Fig. 1: cell sizes after repair
The bar under the picture is 20 microns long.
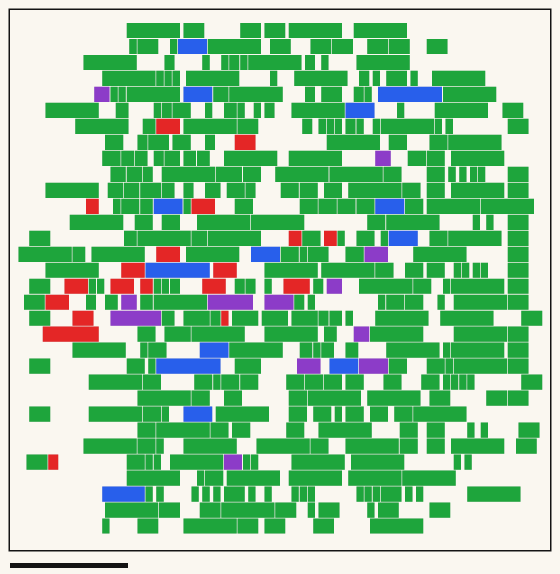
Fig. 2: sequential cells colored by netlist name
The bar under the picture is 20 microns long. Other sequential cells in the stronger gray, the rest of the logic in the fainter gray.
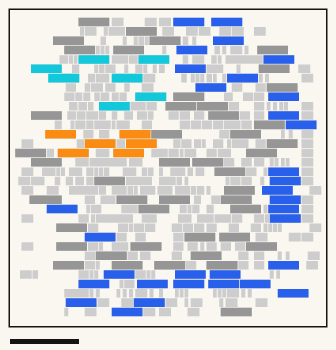
File: config.mk
export PLATFORM = sky130hd
export DESIGN_NAME = imem_loader
export DESIGN_NICKNAME = d
export VERILOG_FILES = /design/src/rtl/imem_loader.sv
export SDC_FILE = /design/constraint.sdc
export NUM_CORES = 1
export LEC_CHECK = 0
export CAP_MARGIN = 20
export CORE_UTILIZATION = 50
export DETAILED_ROUTE_END_ITERATION = 6
export GPL_ROUTABILITY_DRIVEN = 0
export PLACE_DENSITY = 0.76
export SYNTH_ARGS = -nofsm -noshare
export SYNTH_HDL_FRONTEND = slang
export SYNTH_SLANG_ARGS = --single-unit
File: constraint.sdc
create_clock -name clk -period 4 [get_ports clk]
set_input_delay 0.4 -clock clk [delete_from_list [all_inputs] [get_ports clk]]
set_output_delay 0.4 -clock clk [all_outputs]
set_load 0.02 [all_outputs]
File: src/rtl/imem_loader.sv
// imem_loader: boot-time writer for the instruction memory.
// Takes a byte stream over valid/ready. The first byte is a header holding
// the word count minus one. The data bytes follow, least-significant byte
// first. Each completed word is written at an incrementing address starting
// at 0, and the pipeline is held in reset until the whole image has arrived.
// Optional feature macro: IMEM_LOADER_CHECKSUM_EN adds a trailing XOR
// checksum byte. A mismatch on that byte puts the loader in a sticky error state.
module imem_loader #(
  parameter int N  = 32,
  parameter int AW = 6
) (
  input  logic          clk,
  input  logic          reset,
  input  logic          byte_valid,
  input  logic [7:0]    byte_data,
  output logic          byte_ready,
  output logic          wr_en,
  output logic [AW-1:0] wr_addr,
  output logic [N-1:0]  wr_data,
  output logic          done,
  output logic          err,
  output logic          cpu_hold
);

  localparam int NB = N / 8;
  localparam int BW = (NB > 1) ? $clog2(NB) : 1;

  localparam logic [2:0] S_IDLE  = 3'd0;
  localparam logic [2:0] S_LOAD  = 3'd1;
`ifdef IMEM_LOADER_CHECKSUM_EN
  localparam logic [2:0] S_CHECK = 3'd2;
  localparam logic [2:0] S_ERROR = 3'd4;
`endif
  localparam logic [2:0] S_DONE  = 3'd3;

  logic [2:0]    state;
  logic [AW-1:0] last_word;
  logic [AW:0]   word_idx;
  logic [BW-1:0] byte_idx;
  logic [N-1:0]  word_buf;
  logic [N-1:0]  assembled;
  logic          accept;
  logic          last_byte;
  logic          last_word_hit;
`ifdef IMEM_LOADER_CHECKSUM_EN
  logic [7:0]    csum;
`endif

  assign accept        = byte_valid && byte_ready;
  assign last_byte     = (byte_idx == BW'(NB - 1));
  assign last_word_hit = (word_idx == {1'b0, last_word});

  // Merge the incoming byte into the partially assembled word at its lane
  always_comb begin
    assembled = word_buf;
    assembled[8*byte_idx +: 8] = byte_data;
  end

`ifndef IMEM_LOADER_CHECKSUM_EN
  assign err = 1'b0;
`endif

  // Loader state machine and the registered memory-write and status outputs
  always_ff @(posedge clk or posedge reset) begin
    if (reset) begin
      state      <= S_IDLE;
      last_word  <= '0;
      word_idx   <= '0;
      byte_idx   <= '0;
      word_buf   <= '0;
      byte_ready <= 1'b1;
      wr_en      <= 1'b0;
      wr_addr    <= '0;
      wr_data    <= '0;
      done       <= 1'b0;
      cpu_hold   <= 1'b1;
`ifdef IMEM_LOADER_CHECKSUM_EN
      csum       <= '0;
      err        <= 1'b0;
`endif
    end else begin
      wr_en <= 1'b0;
      case (state)
        S_IDLE: begin
          if (accept) begin
            last_word <= byte_data[AW-1:0];
            word_idx  <= '0;
            byte_idx  <= '0;
            word_buf  <= '0;
`ifdef IMEM_LOADER_CHECKSUM_EN
            csum      <= '0;
`endif
            state     <= S_LOAD;
          end
        end
        S_LOAD: begin
          if (accept) begin
`ifdef IMEM_LOADER_CHECKSUM_EN
            csum <= csum ^ byte_data;
`endif
            if (last_byte) begin
              wr_en    <= 1'b1;
              wr_addr  <= word_idx[AW-1:0];
              wr_data  <= assembled;
              byte_idx <= '0;
              word_buf <= '0;
              if (last_word_hit) begin
`ifdef IMEM_LOADER_CHECKSUM_EN
                state      <= S_CHECK;
`else
                state      <= S_DONE;
                done       <= 1'b1;
                cpu_hold   <= 1'b0;
                byte_ready <= 1'b0;
`endif
              end else begin
                word_idx <= word_idx + 1'b1;
              end
            end else begin
              word_buf <= assembled;
              byte_idx <= byte_idx + 1'b1;
            end
          end
        end
`ifdef IMEM_LOADER_CHECKSUM_EN
        S_CHECK: begin
          if (accept) begin
            byte_ready <= 1'b0;
            if (byte_data == csum) begin
              state    <= S_DONE;
              done     <= 1'b1;
              cpu_hold <= 1'b0;
            end else begin
              state <= S_ERROR;
              err   <= 1'b1;
            end
          end
        end
`endif
        default: begin
          state <= state;
        end
      endcase
    end
  end

endmodule

==> results_dict.tcl <==
# flow metrics
set metrics [dict create \
    power_uw 3780 \
    path_delay_family "simple AND/OR/NAND/NOR gates" \
    finalSetupViolations 0 \
    top_area_share_pct 55.1 \
    die_w_microns 91.9 \
    tapCellCount 102 \
    dp.cells 498 \
    dr_wl_met2_microns 4290 \
    grt_max_degree 63 \
    status "finished clean" \
    yosysUniqueCellTypes 52 \
    use_met1_pct 30.3 \
    cts_sinks 90 \
    comb_power_uw 1580 \
    drt_iter0_markers 226 \
    final_core_util_pct 62.7 \
    yosys.area_share.xor_xnor_pct 1.30 \
    final_cells 515 \
    grt_pass1_wl_microns 14700 \
    clockBufferDepth 2 \
    dieArea_sq_mm 0.00844 \
    nonClkBufAreaFrac_pct 11.9 \
    nClkBuffers 12 \
    crit_fanout 10 \
    max_cap_viol_count 0 \
    common_cells "89 x dfrtp_1, 54 x nor2_1, 32 x a22o_1" \
    cp_num_buf_inv 1 \
    ys_seq_elements 90 \
    power.share.clock_pct 19.7 \
    most_common_cell "dfrtp_1" \
    synth_area_sq_mm 0.00404 \
    yosysTopAreaCell "dfrtp_1" \
    p_seq_share_pct 38.7 \
    nNetsFinal 426 \
    via_per_inst 5.91 \
    p_sw_share_pct 37.6 \
    dp_hpwl_microns 5990 \
    rsz0062_at_grt "false" \
    fmax_ghz 0.395 \
    synthMuxAreaShare_pct 1.92 \
]
-- Fig. 1 (at the start) --
drive 3 to 4: drawn in purple, cells 12, most used buf_4. drive 2: drawn in red, cells 19, most used mux2_2. drive 6 and up: drawn in blue, cells 14, most used clkbuf_8. drive 1 or less: drawn in green, cells 368, most used dfrtp_1.
bufs w/o clock: 58
area delta synth->final: 20.5%
setup ws final: 1.47 ns
post-route cell area: 0.00487 sq mm

-- Fig. 2 (at the start) --
`wr_data`: drawn in blue, sequential cells 32. `last_word`: drawn in orange, sequential cells 6. `word_idx`: drawn in cyan, sequential cells 7.
sequential power: 1460 uW
Register Area: 0.00225 sq mm

Power is estimated from default activity; no workload was simulated.
